**config.mk**
```make
export PLATFORM = sky130hd
export DESIGN_NAME = sma_stream_add
export DESIGN_NICKNAME = d
export VERILOG_FILES = /design/src/rtl/sma_stream_add.sv
export SDC_FILE = /design/constraint.sdc
export NUM_CORES = 1
export LEC_CHECK = 0
export CAP_MARGIN = 10
export CORE_MARGIN = 1
export CORE_UTILIZATION = 25
export CTS_CLUSTER_DIAMETER = 40
export DETAILED_ROUTE_END_ITERATION = 8
export SYNTH_ARGS = -nofsm -noshare
export SYNTH_HDL_FRONTEND = slang
export SYNTH_SLANG_ARGS = --single-unit
```
**constraint.sdc**
```tcl
create_clock -name i_uclk -period 14.7 [get_ports i_uclk]
set_input_delay 2.205 -clock i_uclk [delete_from_list [all_inputs] [get_ports i_uclk]]
set_output_delay 2.205 -clock i_uclk [all_outputs]
set_load 0.03 [all_outputs]
```
**src/rtl/sma_stream_add.sv**
```systemverilog
// Stream engine between the sequential memory access unit's read and write FIFOs:
// adds a latched 32-bit constant to every lane of each word, preserving order.
module sma_stream_add #(
  parameter int unsigned LANES = 4,
  parameter int unsigned DEPTH = 4
) (
  input  logic                  i_uclk,
  input  logic                  i_rst,
  input  logic                  i_start,
  input  logic [31:0]           i_len,
  input  logic [31:0]           i_addend,
  output logic                  o_busy,
  output logic                  o_done,
  output logic                  o_err,
  output logic                  o_rd,
  input  logic                  i_vld,
  input  logic [32*LANES-1:0]   i_dout,
  output logic                  o_wr,
  input  logic                  i_full,
  output logic [32*LANES-1:0]   o_din
);

  localparam int unsigned DW = 32 * LANES;
  localparam int unsigned PW = (DEPTH > 1) ? $clog2(DEPTH) : 1;
  localparam int unsigned CW = $clog2(DEPTH + 1);
  localparam logic [CW:0] DepthC = (CW + 1)'(DEPTH);
  localparam logic [PW-1:0] LastPtr = PW'(DEPTH - 1);

  typedef enum logic [1:0] {StIdle, StRun, StFin} state_e;

  state_e          r_state, w_state_next;
  logic [31:0]     r_len, r_addend, r_rd_cnt, r_wr_cnt;
  logic            r_outstanding, r_pipe_valid, r_err;
  logic [DW-1:0]   r_pipe_data;
  logic [DW-1:0]   r_buf [DEPTH];
  logic [PW-1:0]   r_wptr, r_rptr;
  logic [CW-1:0]   r_count;

  logic            w_start, w_rd, w_wr, w_accept, w_stray;
  logic [CW:0]     w_occ;
  logic [DW-1:0]   w_sum;
  logic [PW-1:0]   w_wptr_next, w_rptr_next;

  assign w_start  = (r_state == StIdle) && i_start;
  assign w_accept = i_vld && r_outstanding;
  assign w_stray  = i_vld && !r_outstanding;

  // Everything between issue and write-out counts against the buffer size, so a
  // push can never find the buffer full.
  assign w_occ = {1'b0, r_count} + {{CW{1'b0}}, r_outstanding} + {{CW{1'b0}}, r_pipe_valid};
  assign w_rd  = (r_state == StRun) && (r_rd_cnt < r_len) && (w_occ < DepthC);
  assign w_wr  = (r_state == StRun) && (r_count != '0) && !i_full;

  assign w_wptr_next = (r_wptr == LastPtr) ? '0 : r_wptr + PW'(1);
  assign w_rptr_next = (r_rptr == LastPtr) ? '0 : r_rptr + PW'(1);

  always_comb begin
    w_sum = '0;
    for (int unsigned i = 0; i < LANES; i++) begin
      w_sum[32*i +: 32] = i_dout[32*i +: 32] + r_addend;
    end
  end

  always_comb begin
    w_state_next = r_state;
    case (r_state)
      StIdle: begin
        if (i_start) w_state_next = (i_len == 32'd0) ? StFin : StRun;
      end
      // Leave on the final write so done lands in the cycle right after it.
      StRun: begin
        if (w_wr && (r_wr_cnt + 32'd1 == r_len)) w_state_next = StFin;
      end
      StFin:   w_state_next = StIdle;
      default: w_state_next = StIdle;
    endcase
  end

  always_ff @(posedge i_uclk) begin
    if (i_rst) begin
      r_state       <= StIdle;
      r_len         <= '0;
      r_addend      <= '0;
      r_rd_cnt      <= '0;
      r_wr_cnt      <= '0;
      r_outstanding <= 1'b0;
      r_pipe_valid  <= 1'b0;
      r_pipe_data   <= '0;
      r_err         <= 1'b0;
      r_wptr        <= '0;
      r_rptr        <= '0;
      r_count       <= '0;
      for (int unsigned i = 0; i < DEPTH; i++) r_buf[i] <= '0;
    end else begin
      r_state <= w_state_next;

      if (w_start) begin
        r_len    <= i_len;
        r_addend <= i_addend;
        r_rd_cnt <= '0;
        r_wr_cnt <= '0;
      end else begin
        if (w_rd) r_rd_cnt <= r_rd_cnt + 32'd1;
        if (w_wr) r_wr_cnt <= r_wr_cnt + 32'd1;
      end

      r_outstanding <= w_rd;
      r_pipe_valid  <= w_accept;
      if (w_accept) r_pipe_data <= w_sum;

      if (r_pipe_valid) begin
        r_buf[r_wptr] <= r_pipe_data;
        r_wptr        <= w_wptr_next;
      end
      if (w_wr) r_rptr <= w_rptr_next;

      case ({r_pipe_valid, w_wr})
        2'b10:   r_count <= r_count + CW'(1);
        2'b01:   r_count <= r_count - CW'(1);
        default: r_count <= r_count;
      endcase

      if (w_start)      r_err <= 1'b0;
      else if (w_stray) r_err <= 1'b1;
    end
  end

  assign o_busy = (r_state == StRun);
  assign o_done = (r_state == StFin);
  assign o_err  = r_err;
  assign o_rd   = w_rd;
  assign o_wr   = w_wr;
  assign o_din  = r_buf[r_rptr];

endmodule

```
**Where the registers sit**

Bar = 100 µm.
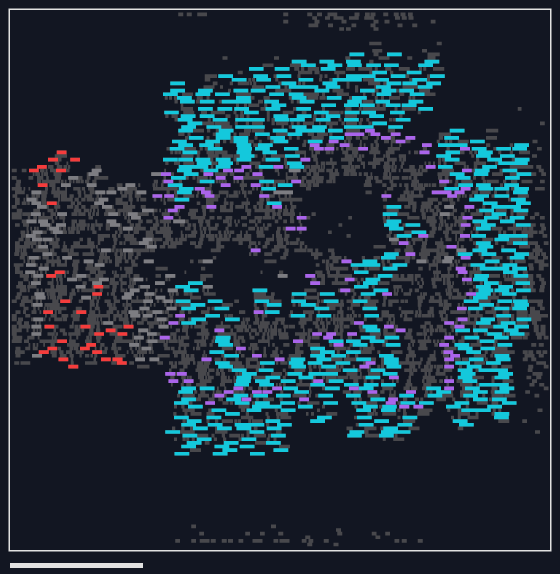
purple -> `r_pipe_data`  # flops 128
red -> `r_rd_cnt`  # flops 32
cyan -> `r_buf`  # flops 512
not coloured = 110

**The clock network**

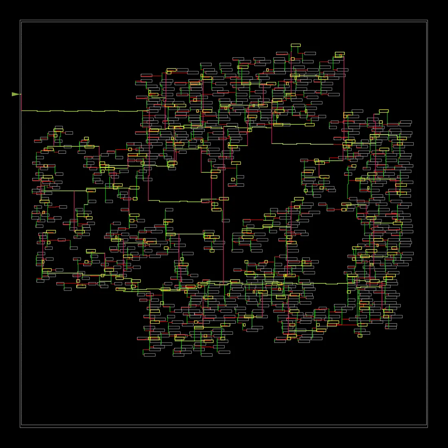
Power Clock: 2.78 mW
final setup skew: 0.0182 ns
sequential cell count of the final layout: 782

==> run notes <==
Summary of implementation figures.

Run status
The flow ran to the end, and the final reports show no timing, DRC or antenna violations.

GRT
The routing usage on met3 is 5.09%. The first global-routing pass estimated between 200000 and 250000 µm of wire. The initial antenna violation count is 36. Looking at the global route congestion table, the highest-usage layer is met2. Entering global routing, the biggest net connects 92 pins. Global routing used 26.5% of the available met2 tracks.

Worst setup path
The cell with the largest stage delay on the worst path is clkdlybuf4s50_1. The depth of the worst register-to-register path is 11. The worst endpoint data arrival time is 4.53 ns. The endpoint identified for the worst register-to-register timing path is r_pipe_data[94]. In the setup report, the worst path falls into the class input pin to output pin.

The largest incremental delay on the critical path is 0.74 ns. The number of buffer and inverter instances along the worst setup path is 3. Per STA, the startpoint of the critical path is i_full.

The most common cell type on the critical path is clkdlybuf4s50_1. The worst setup path is captured at an output pin. The reg-to-reg critical path startpoint is r_addend[1].

Layout
The non-clock buffer count in the final layout is ~370. The non-clock buffer area fraction after layout is 7.20%. The register with the most flip-flops in the final layout is r_buf. The clock buffer count is 133. Per the final layout report, the fraction of cells sized above drive strength 1 comes to 10.0%. The registers reported with the highest flop counts are r_buf (512), r_pipe_data (128).

The number of standard cells in the final layout excluding fillers is 6224. The final design was reported to hold multi-input combinational gates totalling 2607. Per the final report, the share of cell area in clock cells is around 8%. The repair_antennas step left the layout with diodes totalling 9. The number of flip-flops under the largest register name is 512.

The multi-input combinational cells in the finished layout cover a total of roughly 0.019 mm². At the end of the flow the core is filled with cells to 31.1%. The fraction of area in registers is 41.6%. The number of logic inverters in the finished layout is 81. The largest cell class by area is sequential cells. Compared with the post-synthesis result, the final layout area differs by 23.4%.

Detailed routing
Summed over all nets, wire length on met3 after detailed routing comes to 14800 µm. The detailed router put a total of 60300 µm of wire on met1. Dividing the detail-routed wire length by the instance count gives about 23 µm. The total number of vias is just over 30000. Once iteration 0 of detailed routing completed, the report listed 2683 DRC markers. The count of unresolved DRC violations after routing is 0.

Nets still carrying antenna violations after routing amount to 0. The detailed-routing iteration count for the pre-antenna-repair pass is 5.

Floorplanning
330 I/O pins were placed. The floorplan step records an initial core utilization of 25.2%. The area inside the core boundary is about 0.16 mm². The tapcell count is 2160. The total die area is 0.164 mm².

Synthesis
According to the Yosys statistics, the synthesized design has a chip area of 0.0405 mm². Looking at area per cell type in the netlist, the leader is edfxtp_1. Yosys reports the multiplexer fraction of the synthesized area as around 7.5%. Summing the areas of all and, or, nand and nor instances in the mapped netlist gives 19.3% of the synthesized area. The synthesized netlist contains 81 unique library cells. In the post-synthesis netlist, the biggest area contributors are edfxtp_1 (38%), dfxtp_1 (13%), mux4_2 (7.1%), and2_1 (6.2%), ha_1 (5.0%). For reference, full adder, half adder and majority cells occupy 5.22% of the area reported after synthesis.

The leading register cell type out of synthesis is edfxtp_1. The number of nets handed over by synthesis was 4052. The synthesized netlist handed to floorplanning was reported with a cell count of 3689.

The cell area after synthesis is 0.0405 mm². In this run, synthesis produced a sequential element count of 782. After synthesis, the largest area contributor takes up 38.0% of total cell area. The number of flops mapped to enable cells by yosys is between 500 and 600. The synthesized area per cell is 11.0 µm². The share of the yosys chip area belonging to registers is 51.3%. For reference, XOR and XNOR gates occupy 3.14% of the area reported after synthesis. The number of synthesis warnings is 0.

Place
The placement summary gives the final routability congestion estimate as ~0.92. The instance area at placement is 0.0460 mm². According to the dpl log, the detail-placed design has an HPWL of 99000 µm.

Final timing
The shortest clock period the worst path allows after layout is 6.74 ns. Hold-check failures listed in the final report amount to 0. Setup repair after global routing left no endpoint under its margin. The normalized max-slew margin is 28.3%. At the pin with the least slew margin, the transition time is 1.08 ns. The portion of the clock cycle consumed by the worst path in the final layout is between 40% and 50%. For the final routed database, the setup TNS stands at 0 ns.

Worst hold path
The end point of the worst hold path is r_addend[11]. The worst hold-check path type is flip-flop to flip-flop.

CTS
The maximum count of clock buffers along a single path is 3. The later pin in the worst-skew pair is clocked with a latency of just over 0.7 ns. The CTS log lists the clock sinks for this run as 782. The post-CTS hold buffer count recorded in the log is 0.

In this run, CTS created clock tree buffers numbering 113. Looking at the clock tree report, the root buffer type is clkbuf_16. TritonCTS built the clock tree. The H-tree generated during clock tree synthesis spans 3 levels.

Pwr
The power dissipated in sequential cells is around 2.5 mW. The final total power is roughly 5.9 mW. Per the summary, power density relative to cell area is between 100 and 150 mW/mm².

The reported leakage power is 18.6 nW. The script computed the net switching share of total power as between 20% and 30%. The proportion of power drawn by flip-flops and latches is approximately 42%. In this run the power spent charging and discharging nets is 1.56 mW. The worst-case vdd ir drop is 0.0000943 V.

The internal power component is around 4.3 mW. The flow reports power dissipated in combinational cells as 0.599 mW. The clock network accounts for a little under half of the total power.

Job
Summing over the stages, the warning tally comes to 26. Across the run, the number of max-cap violations was 0.
**Signal metal coverage by tile**

The die is cut into 20 by 20 equal tiles; dark blue is low, red is high, scaled to the fullest tile. Values are wire area over tile area, all layers added.
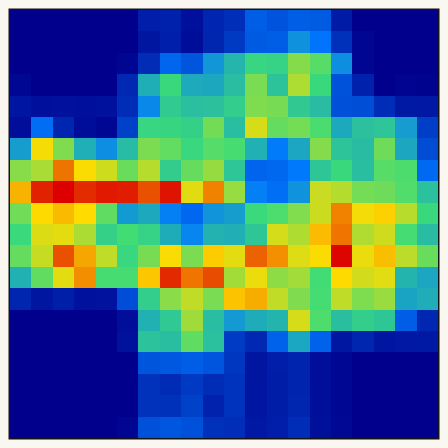
tiles over half the peak = 30%
emptiest ninth of the die = lower left
densest ninth of the die = middle left
mean over tiles = 0.15
fullest tile = 0.46

Power and IR drop assume default switching activity.
